### src/rtl/alu_issue_ctrl.sv
// alu_issue_ctrl: three-state issue controller for an external 16-bit ALU.
// Accepts one instruction, drives the ALU operands from an 8-entry register
// file, and writes the ALU result back on the edge that leaves WB.
module alu_issue_ctrl #(
  parameter int DW = 16
) (
  input  logic          clk,
  input  logic          rst_n,
  input  logic          instr_valid,
  output logic          instr_ready,
  input  logic [15:0]   instr,
  output logic [DW-1:0] alu_x,
  output logic [DW-1:0] alu_y,
  output logic [2:0]    alu_opcod,
  output logic          alu_cin,
  input  logic [DW-1:0] alu_out,
  input  logic          alu_cout,
  input  logic          alu_lt,
  input  logic          alu_eq,
  input  logic          alu_gt,
  output logic          done,
  output logic          illegal,
  output logic [3:0]    flags,
  input  logic [2:0]    dbg_addr,
  output logic [DW-1:0] dbg_data
);

  typedef enum logic [1:0] {
    IDLE = 2'd0,
    EXEC = 2'd1,
    WB   = 2'd2
  } state_t;

  localparam logic [2:0] OP_CLREQ = 3'd5;
  localparam logic [2:0] OP_ADDI  = 3'd6;
  localparam logic [2:0] OP_ILL   = 3'd7;

  state_t        state, state_nx;
  logic          ready_q, ready_nx;
  logic          done_q, done_nx;
  logic          ill_q, ill_nx;
  logic [15:0]   ir;
  logic [3:0]    flags_q;
  logic [DW-1:0] rf [8];

  logic          accept;
  logic [2:0]    op, rd, rs, rt;
  logic [6:0]    imm7;
  logic          legal_wb;
  logic          wr_en;
  logic [DW-1:0] wr_data;

  // Fields always come from the captured instruction, never the live bus.
  assign op   = ir[15:13];
  assign rd   = ir[12:10];
  assign rs   = ir[9:7];
  assign rt   = ir[6:4];
  assign imm7 = ir[6:0];

  assign accept = instr_valid && ready_q;

  // State, ready and the writeback pulses are registered so they are glitch-free.
  always_ff @(posedge clk or negedge rst_n) begin
    if (!rst_n) begin
      state   <= IDLE;
      ready_q <= 1'b0;
      done_q  <= 1'b0;
      ill_q   <= 1'b0;
    end else begin
      state   <= state_nx;
      ready_q <= ready_nx;
      done_q  <= done_nx;
      ill_q   <= ill_nx;
    end
  end

  // Next state plus the registered outputs that belong to the upcoming state.
  always_comb begin
    state_nx = state;
    ready_nx = 1'b0;
    done_nx  = 1'b0;
    ill_nx   = 1'b0;
    case (state)
      IDLE: begin
        ready_nx = 1'b1;
        if (accept) begin
          state_nx = EXEC;
          ready_nx = 1'b0;
        end
      end
      EXEC: begin
        state_nx = WB;
        done_nx  = (op != OP_ILL);
        ill_nx   = (op == OP_ILL);
      end
      WB: begin
        state_nx = IDLE;
        ready_nx = 1'b1;
      end
      default: begin
        state_nx = IDLE;
      end
    endcase
  end

  // Instruction register: loaded only on the accepting edge.
  always_ff @(posedge clk or negedge rst_n) begin
    if (!rst_n) begin
      ir <= '0;
    end else if (accept) begin
      ir <= instr;
    end
  end

  // ALU operand/opcode drive; quiet (all zero) while idle.
  always_comb begin
    alu_x     = '0;
    alu_y     = '0;
    alu_opcod = 3'd0;
    if (state != IDLE) begin
      alu_x = rf[rs];
      if (op == OP_ADDI) begin
        alu_y     = {{(DW-7){1'b0}}, imm7};
        alu_opcod = 3'd0;
      end else if (op == OP_ILL) begin
        alu_y     = rf[rt];
        alu_opcod = 3'd0;
      end else begin
        alu_y     = rf[rt];
        alu_opcod = op;
      end
    end
  end

  // CLREQ only clears on equality; R0 is never written so it stays zero.
  assign legal_wb = (state == WB) && (op != OP_ILL);
  assign wr_en    = legal_wb && (rd != 3'd0) && ((op != OP_CLREQ) || alu_eq);
  assign wr_data  = (op == OP_CLREQ) ? '0 : alu_out;

  // Register file write on the edge leaving WB.
  always_ff @(posedge clk or negedge rst_n) begin
    if (!rst_n) begin
      for (int i = 0; i < 8; i++) begin
        rf[i] <= '0;
      end
    end else if (wr_en) begin
      rf[rd] <= wr_data;
    end
  end

  // Flags track the most recent legal writeback only.
  always_ff @(posedge clk or negedge rst_n) begin
    if (!rst_n) begin
      flags_q <= 4'd0;
    end else if (legal_wb) begin
      flags_q <= {alu_cout, alu_lt, alu_eq, alu_gt};
    end
  end

  assign instr_ready = ready_q;
  assign done        = done_q;
  assign illegal     = ill_q;
  assign flags       = flags_q;
  assign alu_cin     = 1'b0;
  assign dbg_data    = rf[dbg_addr];

endmodule

### config.mk
export PLATFORM = sky130hd
export DESIGN_NAME = alu_issue_ctrl
export DESIGN_NICKNAME = d
export VERILOG_FILES = /design/src/rtl/alu_issue_ctrl.sv
export SDC_FILE = /design/constraint.sdc
export NUM_CORES = 1
export LEC_CHECK = 0
export CORE_MARGIN = 1
export CORE_UTILIZATION = 57
export CTS_CLUSTER_DIAMETER = 40
export CTS_CLUSTER_SIZE = 24
export DETAILED_ROUTE_END_ITERATION = 8
export PLACE_DENSITY = 0.77
export SLEW_MARGIN = 20
export SYNTH_ARGS = -nofsm -noshare
export SYNTH_HDL_FRONTEND = slang
export SYNTH_SLANG_ARGS = --single-unit
### constraint.sdc
create_clock -name clk -period 2.3 [get_ports clk]
set_input_delay 0.46 -clock clk [delete_from_list [all_inputs] [get_ports clk]]
set_output_delay 0.46 -clock clk [all_outputs]
set_load 0.1 [all_outputs]
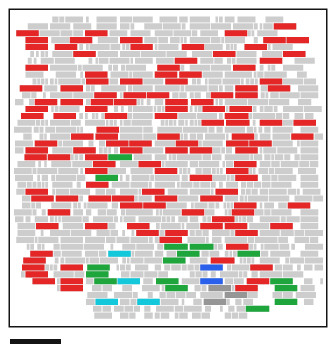
Run 1: register map, names as in the netlist
The bar under the picture is 20 um long.
state: in blue, sequential cells 2. flags: in cyan, sequential cells 4. ir: in green, sequential cells 16. rf: in red, sequential cells 128, where all over the die.

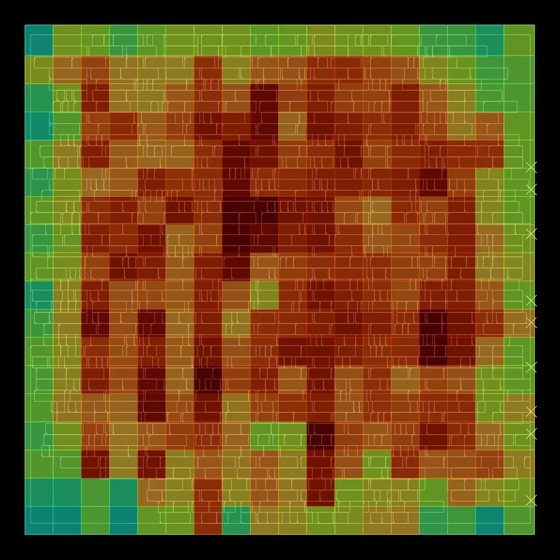
Run 1: routing congestion
post-layout util: 83.5%
grt met1 use: 46.1%
drt wl/cell: 28.2 um
met3 usage: 9.66%
routing usage on met2: 63.2%

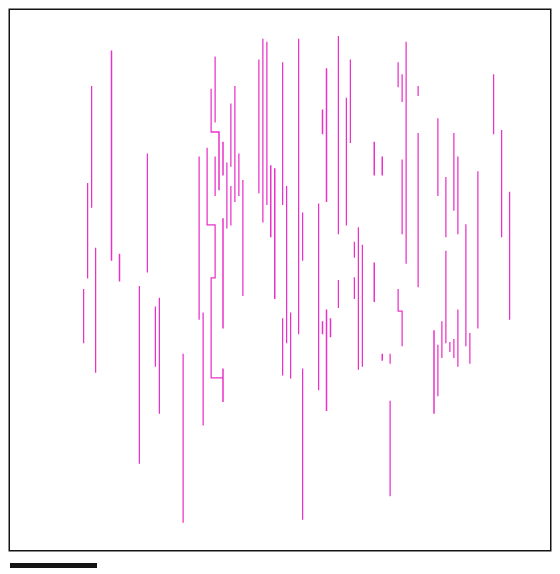
Run 1: signal wires on met4
The bar under the picture is 20 um long.
The layer holds 5.8% of the routed length. The wires run mostly vertical. The layer carries 1710 um of wire.
final WL: 29600 um
via count: 7472

==> Changelog: implementation, run 1 <==
### Metrics

- Grt ovf: 0
- Max Cap Viol: 0
- Clock buffer count: 19
- Failing checks: DRC, hold timing, setup timing
- Tool warning count: 29
- Die Y: ~120 um
- Status: finished with violations
- Peak VDD IR: approximately 0.99 mV
- Critical Path Sink Type: output pin
- Area Growth Syn to Fin: 42.3%
- Post-Synth XOR/XNOR Area: 0%
- Critical-path top delay cell: dfrtp_2
- Pre-Place Util: between 50% and 60%
- Nonclk buf count: 176
- TritonCTS Buffers: 17
- Cell type with the largest total area: dfrtp_1
- # Cells Yosys: 732
- Post-Syn Area: approximately 0.0086 sq mm
- Adders+Majority by Area: 0%
- Worst r2r src: ir[15]
- # Taps: approximately 180
- DRC viols: 18
- Seq/Total Area, Yosys: 44.5%
- FFs w/ async S/R, synth: 100%
- Critical-path cell list: buf_12, buf_8, nand2_1, nor2_1, a2111oi_2, buf_4, nor2_4, buf_12
- CP Class: reg -> out
- Top-area cell share: between 40% and 50%
- Clock latency on the worst-skew pair: between 0.4 and 0.5 ns
- Power after layout: ~20 mW
- Final hold vios: 6
- Row count: approximately 44
- Netlist cell types: 31
- Worst R2R Path Depth: 5
- NonClk Buf Share: roughly a fifth
- Logic area: 0.00498 sq mm
- Worst reg2reg setup slack: -0.08 ns
- IO buf count: 99
- I/O Pins: roughly 100
- Global-route usage over all layers: a little under two fifths
- Largest delay share family, worst path: buffers and inverters
- Routability cong.: around 0.84
- Cells after Synth: approximately 730
- Most numerous logic cells after layout: dfrtp_1, nand2_1, mux4_2, o21ai_0, buf_12
- Cts repair resizes: 87
- Clk_skew: just over 0.009 ns
- Max H-tree Level: 4
- Multi-In Gates: between 500 and 600
- Final setup fails: 39
- First-pass GRT wire length: about 44000 um
- Diodes inserted: 0
- Worst Setup SP: ir[4]
- Yosys chip area: around 0.0086 sq mm
- Final worst-path cycle share: 115%
- Total placed cells including tap cells: approximately 980
- Slew @ Worst Pin: slightly above 0.6 ns
- Setup tns final: -7.65 ns
- CTS Sinks: 153
- CP max stage delay: ~0.4 ns
- Crit-path max FO: 6
- Relative slew slack: about three fifths
- Simple share: 9.48%
- Unrepaired setup endpoints after global routing: yes
- Flip-flops with a built-in enable: 0
- Antenna violations before repair: 0
- Reg area: roughly 0.0038 sq mm
- Fraction of area in multi-input gates: 40.7%
- DR pass1 iterations: 9
- Final net count: approximately 890
- Main logic family: multiplexers
- Top reg by flops: rf
- Worst setup margin: -0.341 ns
- Die Size: around 0.016 sq mm
- Cell Area, Placed: between 0.01 and 0.015 sq mm
- Cell Pwr Density: 1670 mW/mm^2
- Final instance area: ~0.012 sq mm
- Mean Syn Cell Area: 11.7 sq um
- Non-clock inverters: 2
- Core area: about 0.015 sq mm
- Pin count of the biggest net entering global routing: approximately 55
- Worst hold slack: -0.0132 ns
- Worst Hold Class: in -> async
## run 1: worst register-to-register path, stage by stage (launching register included)
cell and delay, ns:
dfrtp_1 0.48, nand2_2 0.26, or2_1 0.33, buf_4 0.35, nand2_1 0.24, o21ai_0 0.56
## run 1: report_power, final
group	internal [mW]	switching (mW)
Clock	1.74	1.20
Combinational	5.44	7.23
Sequential	3.63	1.14
## run 1: routing by layer
layer,wire (um),vias up,global-route usage (%)
li1,-,2934,-
met1,9910,3683,46.1
met2,14600,675,63.2
met3,3380,180,9.66
met4,1710,0,21.5
met5,0,-,0
## run 1: synthesized netlist by cell type (all sizes together), types with 6 or more instances
library cell,number
dfrtp,153
nand2,138
o21ai,120
mux4,88
mux2i,41
buf,40
nor2,39
mux2,36
clkbuf,35
o2111ai,7
a21oi,6
o22ai,6
--- run 2 (diff from run 1) ---
--- a/config.mk
+++ b/config.mk
@@ -11,6 +11,7 @@
 export CTS_CLUSTER_SIZE = 24
 export DETAILED_ROUTE_END_ITERATION = 8
 export PLACE_DENSITY = 0.77
+export RECOVER_POWER = 25
 export SLEW_MARGIN = 20
 export SYNTH_ARGS = -nofsm -noshare
 export SYNTH_HDL_FRONTEND = slang
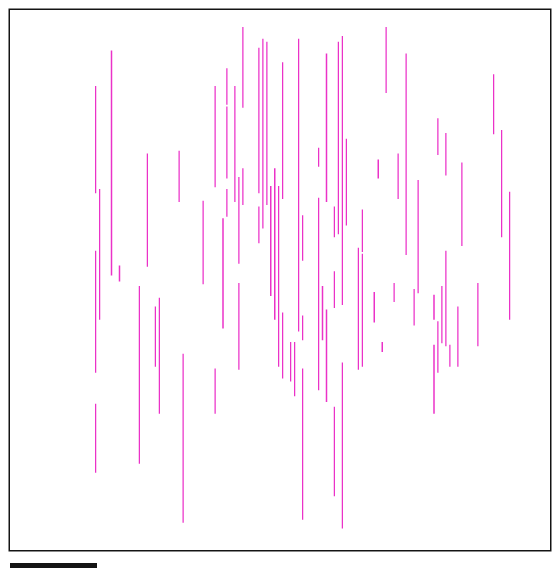
Run 2: signal wires on met4
The bar under the picture is 20 um long.
The layer carries 1620 um of wire. The longest straight run is 67.3 um.

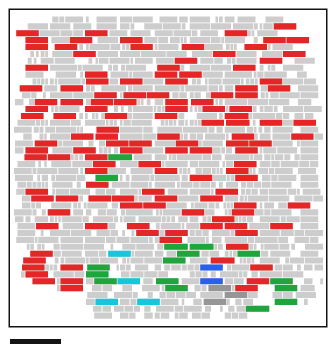
Run 2: register map, names as in the netlist
The bar under the picture is 20 um long.
rf: in red, sequential cells 128, where all over the die. ir: in green, sequential cells 16. state: in blue, sequential cells 2. flags: in cyan, sequential cells 4.
Another 3 sequential cells are not colored.
Reg area: 0.00384 sq mm
Seq/total area: 31.4%
flip-flop and latch power: 4.78 mW

==> run 2 against run 1 <==
  * The run ends with DRC, setup timing left
  * Critical path depth unchanged
  * Non-clock buffer count unchanged
  * Final cell count unchanged
  * Global-route usage unchanged
  * Largest cell class unchanged
  * Largest power group unchanged
  * Highest routed layer unchanged
==> Changelog: implementation, run 2 <==
### Metrics

- DR pass1 iterations: 9 (unchanged)
- Cell with the most instances after synthesis: dfrtp_1
- Diodes inserted: 0 (unchanged)
- Final hold vios: 0 (-6)
- Worst reg2reg setup slack: -0.08 ns (about the same)
- Core area: 0.0146 sq mm (unchanged)
- Clk_skew: 0.00931 ns (+0.0000411 ns)
- Critical-path cell list: buf_12, buf_8, nand2_1, nor2_1, a2111oi_2, buf_4, nor2_4, buf_12
- DRC viols: 18 (unchanged)
- Top cells by count: dfrtp_1, nand2_1, o21ai_0
- Most numerous logic cells after layout: dfrtp_1, nand2_1, mux4_2, o21ai_0, buf_12
- Peak VDD IR: 0.991 mV (about the same)
- Switch Pwr: 9.56 mW (about the same)
- Int Pwr: 10.8 mW (about the same)
- Final WL: 29500 um (-0.22%)
- Pin count of the biggest net entering global routing: 55 (unchanged)
- Seq/Total Area, Yosys: 44.5% (unchanged)
- Global-route usage over all layers: 38.3% (unchanged)
- Post-Syn Area: 0.00859 sq mm (unchanged)
- Simple share: 9.48% (unchanged)
- Top-area cell share: 44.5% (unchanged)
- Fraction of area in multi-input gates: 40.8% (+0.062 points)
- TritonCTS Buffers: 17 (unchanged)
- CTS Sinks: 153 (unchanged)
- Tool warning count: 29 (unchanged)
- Power Combinational: 12.7 mW (about the same)
- Worst setup margin: -0.327 ns (+0.0142 ns)
- Antenna violations before repair: 0 (unchanged)
- Pre-Place Util: 58.7% (unchanged)
- Hold Buf Count CTS: 0
- Sw frac: 46.9% (about the same)
- Clock power frac: 14.4% (about the same)
- Clock latency on the worst-skew pair: 0.44 ns (about the same)
- CP max stage delay: 0.41 ns (about the same)
- Final setup fails: 39 (unchanged)
- Unrepaired setup endpoints after global routing: yes
- Cell Area, Placed: 0.0107 sq mm (unchanged)
- Netlist cell types: 31 (unchanged)
- Crit-path max FO: 6 (unchanged)
- Flip-flops with a built-in enable: 0 (unchanged)
- Die Y: 125 um (unchanged)
- Largest delay share family, worst path: buffers and inverters
- Final instance area: 0.0122 sq mm (-0.15%)
- Nonclk buf count: 176 (unchanged)
- Worst Hold Class: in -> async
- Drt wl/cell: 28.1 um (-0.22%)
- First-pass GRT wire length: 43900 um (unchanged)
- Critical Path Sink Type: output pin
- Die Size: 0.0156 sq mm (unchanged)
- Failing checks: DRC, setup timing
- Grt ovf: 0 (unchanged)
- Row count: 44 (unchanged)
- Max Cap Viol: 0 (unchanged)
- Worst Setup SP: ir[4]
- Top reg by flops: rf
- I/O Pins: 101 (unchanged)
- Combinational fraction of design power: 62.1% (about the same)
- Area Growth Syn to Fin: 42.1%
- Worst R2R Path Depth: 5 (unchanged)
- Routability cong.: 0.840 (unchanged)
- Max H-tree Level: 4 (unchanged)
- FFs w/ async S/R, synth: 100% (unchanged)
- Cell Pwr Density: 1670 mW/mm^2 (+0.10%)
- Clk pwr: 2.94 mW (about the same)
- Critical-path top delay cell: dfrtp_2
- Relative slew slack: 6.35% (-52 points)
- NonClk Buf Share: 20.9% (-0.12 points)
- Clock buffer count: 19 (unchanged)
- Worst r2r src: ir[15]
- Via count: 7466 (-0.080%)
- # Cells Yosys: 732 (unchanged)
- Yosys chip area: 0.00859 sq mm (unchanged)
- Setup tns final: -7.63 ns (+0.0213 ns)
- Post-Synth XOR/XNOR Area: 0% (unchanged)
- Status: finished with violations
- Sequential Power Share: 23.5% (about the same)
- Cell type with the largest total area: dfrtp_1
- # Taps: 184 (unchanged)
- Worst hold slack: 0.350 ns (+0.363 ns)
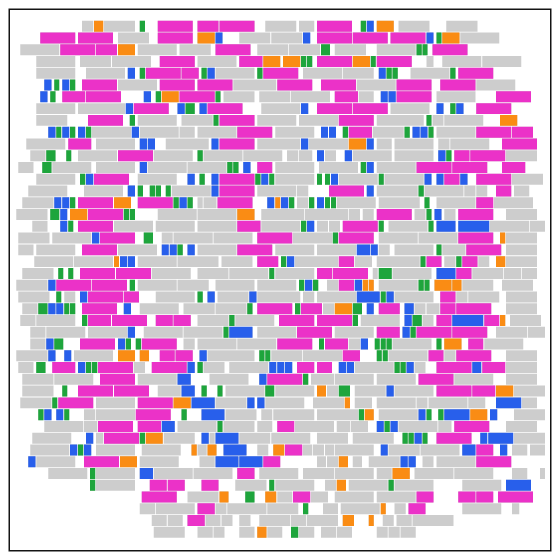
Run 2: gate families picked out
nor cells: in orange, cells 47, most used nor2_4, where all over the die. aoi and oai cells: in blue, cells 140, most used o21ai_0, where all over the die. nand cells: in green, cells 143, most used nand2_1, where all over the die. mux cells: in magenta, cells 165, most used mux4_2, where all over the die.

-- run 2: worst min-delay path by stage --
stage / endpoint / depth (start not counted) / slack, ns / start
4_1_cts: ir[0] / 1 / 0.02 / rst_n
2_1_floorplan: done / 0 / 0.16 / rst_n
3_5_place_dp: rf[116] / 0 / 0.40 / rf[116]
3_3_place_gp: rf[122] / 0 / 0.39 / rf[122]
5_1_grt: rf[123] / 0 / 0.44 / rf[123]
6_report: ir[0] / 1 / 0.35 / rst_n
-- run 2: routing by layer --
metal	vias up	track usage [%]	wire, um
met3	169	9.66	3060
met4	0	21.5	1620
li1	2934	-	-
met1	3729	46.1	10100
met2	634	63.2	14700
met5	-	0	0
--- run 3 (diff from run 2) ---
--- a/config.mk
+++ b/config.mk
@@ -5,7 +5,7 @@
 export SDC_FILE = /design/constraint.sdc
 export NUM_CORES = 1
 export LEC_CHECK = 0
-export CORE_MARGIN = 1
+export CORE_MARGIN = 3
 export CORE_UTILIZATION = 57
 export CTS_CLUSTER_DIAMETER = 40
 export CTS_CLUSTER_SIZE = 24
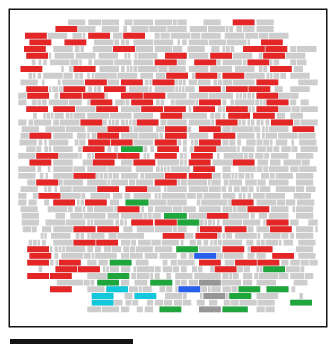
Run 3: register map, names as in the netlist
The bar under the picture is 50 um long.
flags: in cyan, sequential cells 4. ir: in green, sequential cells 16. rf: in red, sequential cells 128, where all over the die. state: in blue, sequential cells 2.
post-layout util: 83.4%
Seq/total area: 31.4%
flip-flop and latch power: 4.80 mW
Reg area: 0.00384 sq mm

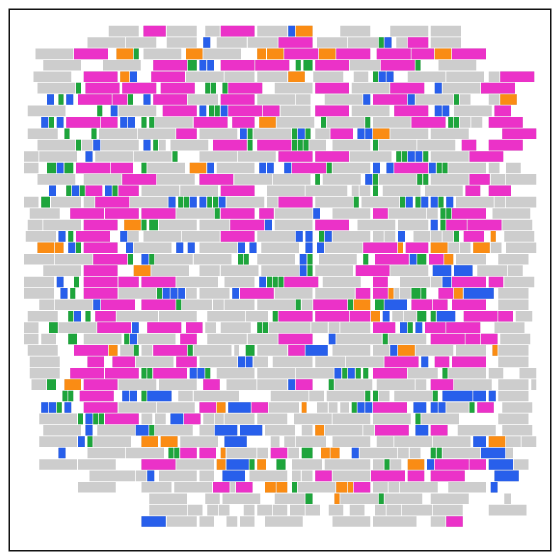
Run 3: gate families picked out
aoi and oai cells: in blue, cells 140, most used o21ai_0. nand cells: in green, cells 143, most used nand2_1. mux cells: in magenta, cells 165, most used mux4_2, where all over the die. nor cells: in orange, cells 47, most used nor2_4, where all over the die.

==> run 3 against run 2 <==
  * The run ends with capacitance limit, slew limit, setup timing left
  * Die size up 6.5%
  * Design area about the same
  * Maximum frequency up 0.53%
  * Synthesized area unchanged
  * Critical endpoint unchanged
==> Changelog: implementation, run 3 <==
### Metrics

- Hold Buf Count CTS: 0 (unchanged)
- Vias/cell: a little over 7
- Layout cell share with drive strength beyond 1: 45.6%
- Die Width: about 130 um
- Cell with the most instances after synthesis: dfrtp_1
- WP buf/inv: 3
- Power after layout: slightly above 20 mW
- Cell Pwr Density: 1660 mW/mm^2 (-0.59%)
- Sw frac: 46.4% (-0.51 points)
- DR pass1 iterations: 6 (-3)
- Yosys chip area: 0.00859 sq mm (unchanged)
- Die Size: 0.0166 sq mm (+6.5%)
- Diodes inserted: 0 (unchanged)
- FFs w/ async S/R, synth: 100% (unchanged)
- IO buf count: 99
- Cells after Synth: between 700 and 800
- Fillers: approximately 680
- Largest cells by area: dfrtp_1, mux4_2, nand2_1
- FF+latch count, synth: around 150
- Area Growth Syn to Fin: 42.1% (about the same)
- Combinational fraction of design power: 61.7% (-0.4 points)
- Fmax: about 380 MHz
- Worst Hold Class: in -> async
- Seq/Total Area, Yosys: 44.5% (unchanged)
- Critical Path Sink Type: output pin
- Clock latency on the worst-skew pair: 0.43 ns (about the same)
- Setup tns final: -7.45 ns (+0.173 ns)
- Total placed cells including tap cells: around 980
- Final worst-path cycle share: 114%
- Largest delay share family, worst path: buffers and inverters
- Max Cap Viol: 1 (+1)
- Yosys warns: 0
- Status: finished with violations
- HPWL Detailed: ~16000 um
- Met3 wire length: 3030 um (-1.0%)
- WP depth: 7
- Worst Setup SP: ir[4]
- Switch Pwr: 9.40 mW (-1.7%)
- Final setup fails: 34 (-13%)
- Relative slew slack: -2.83% (-9.2 points)
- Clk_skew: 0.00761 ns (-0.00170 ns)
- Final WL: 29100 um (-1.5%)
- Non-Filler Instances: roughly 1100
- Tool warning count: 29 (unchanged)
- Number of flip-flops in the largest register: roughly 130
- DRC viols: 0 (-18)
- Via count: 7457 (-0.12%)
- Syn Nets: 774
- I/O Pins: 101 (unchanged)
- Leakage power: approximately 5.1 nW
- Fin. max-slew vios: just under 60
- First-pass GRT wire length: 42100 um (-4.2%)
- Die Y: 129 um (+3.2%)
- Power Combinational: 12.5 mW (about the same)
- Met3 usage: 8.43% (-1.2 points)
- # Cells Yosys: 732 (unchanged)
- Worst r2r src: ir[15]
- Cell type with the largest total area: dfrtp_1
- CTS tree: built
- Type of origin of the critical path: flip-flop
- Top cells by count: dfrtp_1, nand2_1, o21ai_0
- TritonCTS Buffers: 17 (unchanged)
- Post-route ant nets: 0
- Commonest flop: dfrtp_1
- CTS clk-pin slew, worst paths: approximately 0.06 ns
- Failing checks: capacitance limit, slew limit, setup timing
- Heaviest power group: combinational cells
- Max H-tree Level: 4 (unchanged)
- Most numerous logic cells after layout: dfrtp_1, nand2_1, mux4_2, o21ai_0, buf_12
- Routability cong.: 0.832 (-0.94%)
- Clk pwr: 2.95 mW (about the same)
- Critical path arrival: around 2.2 ns
- Pre-Place Util: 58.7% (unchanged)
- DR top layer: met4
- Row count: 44 (unchanged)
- Top reg by flops: rf
- Wl on met1: 9860 um (-2.5%)
- Top-area cell share: 44.5% (unchanged)
- CP max stage delay: 0.42 ns (about the same)
- Peak VDD IR: 1.01 mV (+1.8%)
- Clock buffer depth: 2
- Unrepaired setup endpoints after global routing: yes
- Final hold vios: 0 (unchanged)
- Worst hold slack: 0.408 ns (+0.0588 ns)
- Worst reg2reg setup slack: 0.45 ns (+0.53 ns)
- Dpl ws: -0.223 ns
- Critical-path cell list: buf_6, nand2b_1, nor2_1, a2111oi_2, buf_4, nor2_4, buf_12
- Crit path to: alu_y[1]
- Reg2reg end: rf[81]
- Critical-path top delay cell: dfrtp_2
- Iter 0 DRT Violations: between 1000 and 1500
- Worst setup margin: -0.313 ns (+0.0138 ns)
- Core area: 0.0146 sq mm (unchanged)
- Slew @ Worst Pin: around 1.5 ns
- CP Class: reg -> out
- Met2 Routed Length: 14600 um (-0.86%)
- Cell Area, Placed: 0.0107 sq mm (unchanged)
- Clock power frac: 14.6% (+0.2 points)
- Final instance area: 0.0122 sq mm (about the same)
- Netlist cell types: 31 (unchanged)
- Grt ovf: 0 (unchanged)
- Routing usage on met2: 57.3% (-5.8 points)
- Sequential Power Share: 23.7% (+0.2 points)
- Dominant logic cell type in the layout: dfrtp_1
- Pin count of the biggest net entering global routing: 59 (+7.3%)
- Final net count: between 800 and 900
- Antenna violations before repair: 0 (unchanged)
- Root buffer cell: clkbuf_16
- Flip-flops with a built-in enable: 0 (unchanged)
- Crit-path max FO: 8 (+2)
- Critical Path RT: ~1.8 ns
- Vias in the first global route: about 7800
- Mean Syn Cell Area: between 10 and 15 sq um
- Post-Syn Area: 0.00859 sq mm (unchanged)
- Worst R2R Path Depth: 5 (unchanged)
- CTS Sinks: 153 (unchanged)
- Int Pwr: 10.9 mW (+0.40%)
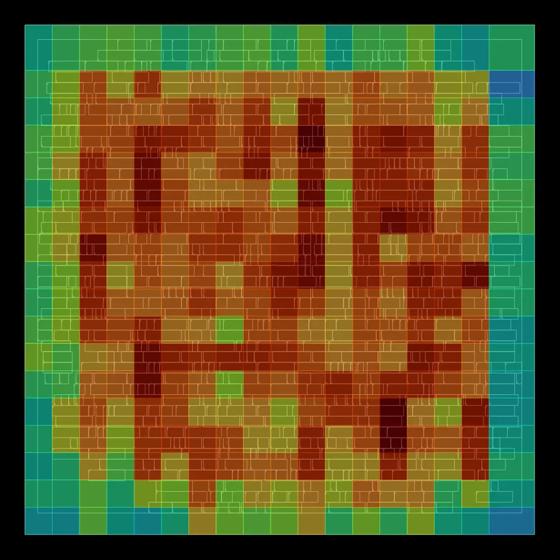
Run 3: routing congestion
layer with the highest usage: met2
drt wl/cell: 27.7 um
global-route usage over all layers: 34.2%
grt met1 use: 40.9%

run 3: area by class of cell:
type | instances | area [sq um] | area share [%]
sequential | 153 | 3840 | 31.4
clock buffer | 18 | 439 | 3.59
tap | 184 | 230 | 1.88
clock inverter | 12 | 176 | 1.44
inverter | 2 | 7.51 | 0.0615
timing repair buffer | 180 | 2540 | 20.8
multi-input combinational | 502 | 4980 | 40.8
run 3: cells by family after synthesis:
family	after synthesis	share of synthesized area (%)
AND-OR/OR-AND	140	9.03
buffers and inverters	77	4.35
flip-flops	153	44.5
multiplexers	165	32.6
other	1	0.0436
AND/OR/NAND/NOR	196	9.48
run 3: what timing repair did:
item / in CTS / in global routing
setup buffers: 8 / 26
cloned: 6 / 0
setup endpoints to repair: 48 / 43
pin swaps: 7 / 11
gates resized: 64 / 51

## Gallery

Routed metal, one color a layer.
Only two layers are drawn.
Plate I
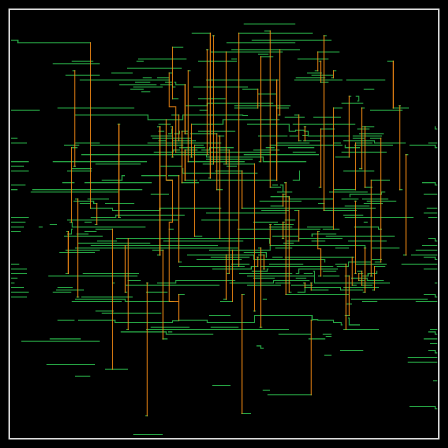
Plate II
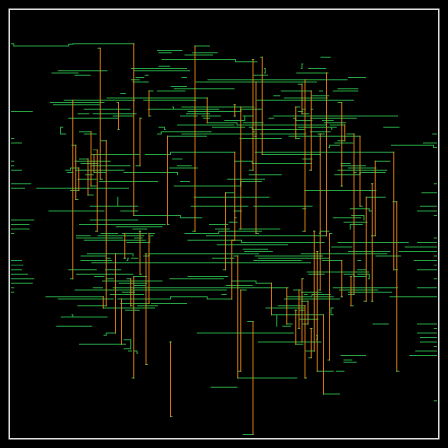
Plate I comes from run 1.
Plate II comes from run 3.

Key to Plate II:
M3: in green, wire length 3030 um. M4: in orange, wire length 1590 um.

Power figures rest on the tool's default switching activity, not on a simulated workload.
